Fig. 1: gate families picked out
(3 px per um)
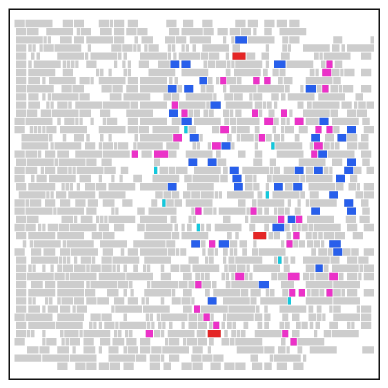
Fig. 2: placement view
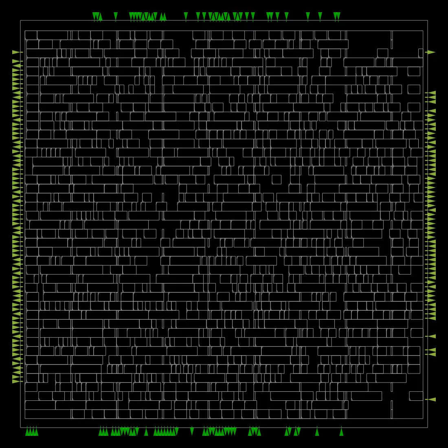
Fig. 3: close-up of the layout
Window x 46 to 76, y 46 to 76 um. Cells in grey, sequential cells in the stronger grey; small squares are vias.
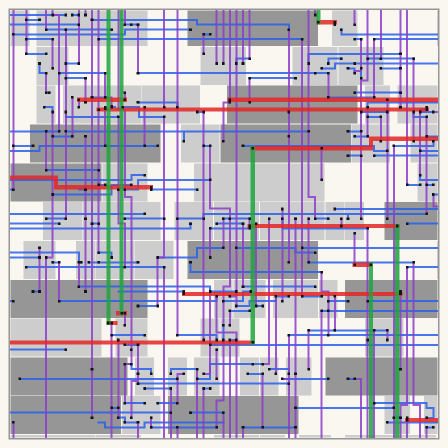
Fig. 4: metal layers overlaid
(3 px per um) Only two layers are drawn.
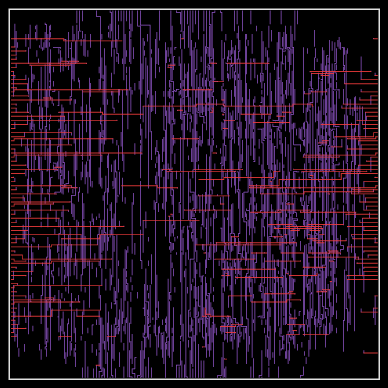
Fig. 5: routed metal per tile
(2 px per um) 25 x 25 tiles, from dark purple (low) to yellow (high), scaled to the fullest tile. Values are wire area over tile area, all layers added.
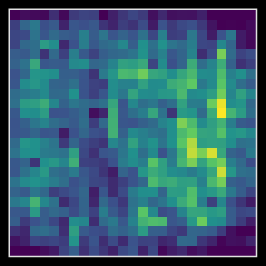
### config.mk
export PLATFORM = sky130hd
export DESIGN_NAME = mem_copy_engine
export DESIGN_NICKNAME = d
export VERILOG_FILES = /design/src/rtl/mem_dma_pkg.sv /design/src/rtl/mem_copy_engine.sv
export SDC_FILE = /design/constraint.sdc
export NUM_CORES = 1
export LEC_CHECK = 0
export ABC_CLOCK_PERIOD_IN_PS = 3800
export CORE_MARGIN = 1
export CORE_UTILIZATION = 52
export DETAILED_ROUTE_END_ITERATION = 8
export HOLD_SLACK_MARGIN = 0.03
export PLACE_DENSITY_LB_ADDON = 0.12
export SYNTH_ARGS = -nofsm -noshare
export SYNTH_HDL_FRONTEND = slang
export SYNTH_SLANG_ARGS = --single-unit
### constraint.sdc
create_clock -name clk -period 3.8 [get_ports clk]
set_input_delay 0.76 -clock clk [delete_from_list [all_inputs] [get_ports clk]]
set_output_delay 0.76 -clock clk [all_outputs]
set_load 0.03 [all_outputs]
### src/rtl/mem_dma_pkg.sv
// Shared types and constants for the memory copy/fill engine.
// The enum is the engine's FSM; sizes describe the attached data memory.
package mem_dma_pkg;

  typedef enum logic [2:0] {
    ST_IDLE  = 3'd0,
    ST_READ  = 3'd1,
    ST_WRITE = 3'd2,
    ST_FILL  = 3'd3,
    ST_DONE  = 3'd4
  } state_t;

  localparam logic MODE_COPY  = 1'b0;
  localparam logic MODE_FILL  = 1'b1;
  localparam int   WORD_BYTES = 4;
  localparam int   MEM_WORDS  = 64;

endpackage

### src/rtl/mem_copy_engine.sv
// Word copy/fill initiator: copy costs 2 cycles/word, fill 1 cycle/word, done pulses one cycle after the last write.
// No backpressure; start is only sampled in IDLE and the memory is owned exclusively while busy.
module mem_copy_engine
  import mem_dma_pkg::*;
#(
  parameter int LEN_W = 7
) (
  input  logic             clk,
  input  logic             rst_n,
  input  logic             start,
  input  logic             mode,
  input  logic [31:0]      src_addr,
  input  logic [31:0]      dst_addr,
  input  logic [LEN_W-1:0] len,
  input  logic [31:0]      fill_data,
  output logic             busy,
  output logic             done,
  output logic [LEN_W-1:0] words_done,
  output logic             mem_write,
  output logic [31:0]      mem_address,
  output logic [31:0]      mem_write_data,
  input  logic [31:0]      mem_read_data
);

  localparam logic [31:0]      STEP = 32'(WORD_BYTES);
  localparam logic [LEN_W-1:0] ONE  = LEN_W'(1);

  state_t           state;
  logic [31:0]      src_q;
  logic [31:0]      dst_q;
  logic [31:0]      fill_q;
  logic [31:0]      hold_q;
  logic [LEN_W-1:0] len_q;
  logic             last_word;

  assign last_word = (words_done + ONE) == len_q;

  // Address, count and data registers.
  always_ff @(posedge clk or negedge rst_n) begin
    if (!rst_n) begin
      src_q      <= '0;
      dst_q      <= '0;
      fill_q     <= '0;
      hold_q     <= '0;
      len_q      <= '0;
      words_done <= '0;
    end else begin
      case (state)
        ST_IDLE: begin
          if (start) begin
            src_q      <= {src_addr[31:2], 2'b00};
            dst_q      <= {dst_addr[31:2], 2'b00};
            fill_q     <= fill_data;
            len_q      <= len;
            words_done <= '0;
          end
        end
        ST_READ: hold_q <= mem_read_data;
        ST_WRITE: begin
          src_q      <= src_q + STEP;
          dst_q      <= dst_q + STEP;
          words_done <= words_done + ONE;
        end
        ST_FILL: begin
          dst_q      <= dst_q + STEP;
          words_done <= words_done + ONE;
        end
        default: ;
      endcase
    end
  end

  always_ff @(posedge clk or negedge rst_n) begin
    if (!rst_n) begin
      state <= ST_IDLE;
    end else begin
      case (state)
        ST_IDLE: begin
          if (start) begin
            if (len == '0)             state <= ST_DONE;
            else if (mode == MODE_FILL) state <= ST_FILL;
            else                       state <= ST_READ;
          end
        end
        ST_READ:  state <= ST_WRITE;
        ST_WRITE: state <= last_word ? ST_DONE : ST_READ;
        ST_FILL:  state <= last_word ? ST_DONE : ST_FILL;
        default:  state <= ST_IDLE;
      endcase
    end
  end

  // Memory-side outputs depend on state only, so reset kills the strobe immediately.
  always_comb begin
    busy           = 1'b0;
    done           = 1'b0;
    mem_write      = 1'b0;
    mem_address    = '0;
    mem_write_data = '0;
    case (state)
      ST_READ: begin
        busy        = 1'b1;
        mem_address = src_q;
      end
      ST_WRITE: begin
        busy           = 1'b1;
        mem_write      = 1'b1;
        mem_address    = dst_q;
        mem_write_data = hold_q;
      end
      ST_FILL: begin
        busy           = 1'b1;
        mem_write      = 1'b1;
        mem_address    = dst_q;
        mem_write_data = fill_q;
      end
      ST_DONE: done = 1'b1;
      default: ;
    endcase
  end

endmodule

==> impl_metrics.py <==
# Physical implementation metrics
metrics = {
    "outcome": {
        "outcome": "finished, final reports clean",
    },
    "floorplanning": {
        "dieWidth_um": 122.8,
        "num_rows": 43,
        "die-height_um": 122.8,
        "fp-utilization": 0.5406,
    },
    "synth": {
        "yosys_warnings": 0,
        "number_of_instances_in_the_synthesized_netlist": 831,
        "synth_stat.cells": 831,
        "synth.avg_cell_area_um2": 9.135,
        "yosys_register_bits": 141,
        "mappedNetlistArea_um2": 7591,
        "yosys.area.top_type_share": 0.4648,
        "yosys.cell_types.count": 61,
        "topCellsByArea": "sky130_fd_sc_hd__dfrtp_1 46%, sky130_fd_sc_hd__nand2_1 8.8%, sky130_fd_sc_hd__mux2_2 4.9%, sky130_fd_sc_hd__nor2_1 4.5%, sky130_fd_sc_hd__mux2i_1 4.4%",
    },
    "final_layout": {
        "nNetsFinal": 1160,
        "diodes": 0,
        "area_delta_synth_final_pct": 36.30,
    },
    "final_timing": {
        "final_min_period_over_clock_period": 0.9060,
        "grt_setup_unrepaired": "false",
        "timing.hold.ws_ps": 474.3,
    },
    "global_route": {
        "grt.overflow.total": 0,
        "largest_net_degree_at_the_start_of_global_routing": 111,
        "global_route.usage.met1": 0.3859,
        "via_count_of_the_first_global_routing_pass": 6879,
    },
    "power_and_ir_drop": {
        "vdd_ir_drop_max_mv": 0.6284,
        "power_per_cell_area_nw_per_um2": 942.4,
    },
    "clock_tree": {
        "cts_made_buffers": 17,
        "cts-root-to-sink-buffers": 2,
        "ctsRootBufferMaster": "sky130_fd_sc_hd__clkbuf_16",
        "clkTransAtPathRegs_ps": 60,
    },
    "detailed_routing": {
        "ant_nets": 0,
        "avgViaCountPerCell": 5.923,
        "total_iterations_of_the_first_detailed_routing_run": 5,
    },
    "run": {
        "warning_count": 32,
        "maxCapViolCount": 0,
    },
    "critical_path": {
        "setup.worst_path.class": "reg -> out",
        "register_to_register_path_depth": 6,
    },
    "placement": {
        "post-place-cells": 1179,
    },
}
Back to the opening pictures, Fig. 1:
magenta -> AND and OR gates  # cells 42
red -> adder and majority cells  # cells 3
cyan -> inverters  # cells 8
blue -> AND-OR and OR-AND gates  # cells 44
number of standard cells in the layout, taps in and fillers out: 1,211
most frequent standard cell in the layout excluding fill and tap cells: sky130_fd_sc_hd__clkdlybuf4s50_1
multi-input gate share of the layout cell area: 0.3704

Back to the opening pictures, Fig. 2:
share of cell area taken by flip-flops and latches: 0.3412
share of the core filled with cells in the final layout: 0.7368

Back to the opening pictures, Fig. 3:
green -> met4
blue -> met1
purple -> met2
red -> met3
cells with their middle in the window = 60
netlist names of flops here include = dst_q (6), src_q (3), state (3)
most frequent = dfrtp_1 (11), buf_4 (9), nand2_1 (7)
sequential cells in the window = 12

Back to the opening pictures, Fig. 4:
red -> met3  # wire length 2,180 um
purple -> met2  # wire length 10,500 um
total global-route track usage: 0.3047
per-cell routed wire length: 18.21 um
routed via count: 7,173
Total Routed Length: 22,060 um

Back to the opening pictures, Fig. 5:
densest ninth of the die = middle right
nearly empty tiles = 3.4%
mean over tiles = 0.25
fullest tile = 0.69

==> worst max-delay path, stage by stage, from the launching register on <==
cell	delay (ps)
sky130_fd_sc_hd__dfrtp_1	490
sky130_fd_sc_hd__nand2b_1	250
sky130_fd_sc_hd__nor2_4	500
sky130_fd_sc_hd__buf_4	560
sky130_fd_sc_hd__a22o_1	290
sky130_fd_sc_hd__buf_12	140
==> sequential cells by signal, indices dropped and copies added (netlist names) <==
name        flops
len_q           7
fill_q         32
words_done      7
src_q          30
hold_q         32
dst_q          30
state           3
==> cell families after synthesis <==
group,Yosys count,synth area share
AOI/OAI and AO/OA,162,0.1536
xor gates and xnor gates,15,0.01731
adders and majority gates,3,0.004945
buffers and inverters,62,0.03379
DFF,141,0.4648
muxes,66,0.09247
other,1,0.0004940
and+or+nand+nor,381,0.2326
==> final timing paths <==
check | end | slack (ps) | start
worst max-delay path | mem_address[29] | 360 | state[2]$_DFFE_PN0N_
worst min-delay path | dst_q[13]$_DFFE_PN0P_ | 470 | rst_n
worst max register to register | src_q[26]$_DFFE_PN0P_ | 1220 | state[0]$_DFFE_PN0N_
worst min register to register | fill_q[17]$_DFFE_PN0P_ | 480 | fill_q[17]$_DFFE_PN0P_
max in group asynchronous | fill_q[17]$_DFFE_PN0P_ | 2470 | rst_n
min in group clk | fill_q[17]$_DFFE_PN0P_ | 480 | fill_q[17]$_DFFE_PN0P_
==> power by group <==
part | internal [mW] | switching, mW | leakage, nW
sequential | 2.23 | 0.724 | 1.66
combinational | 2.21 | 2.94 | 2.61
clock | 0.984 | 0.666 | 0.276
==> area by class of cell <==
cell class	count	area, um^2
sequential	141	3530
timing repair buffer	221	2146
fill	1061	3696
inverter	8	30.03
multi-input combinational	629	3832
tap	180	225.2
clock buffer	19	442.9
clock inverter	13	140.1
Power is estimated from default activity; no workload was simulated.
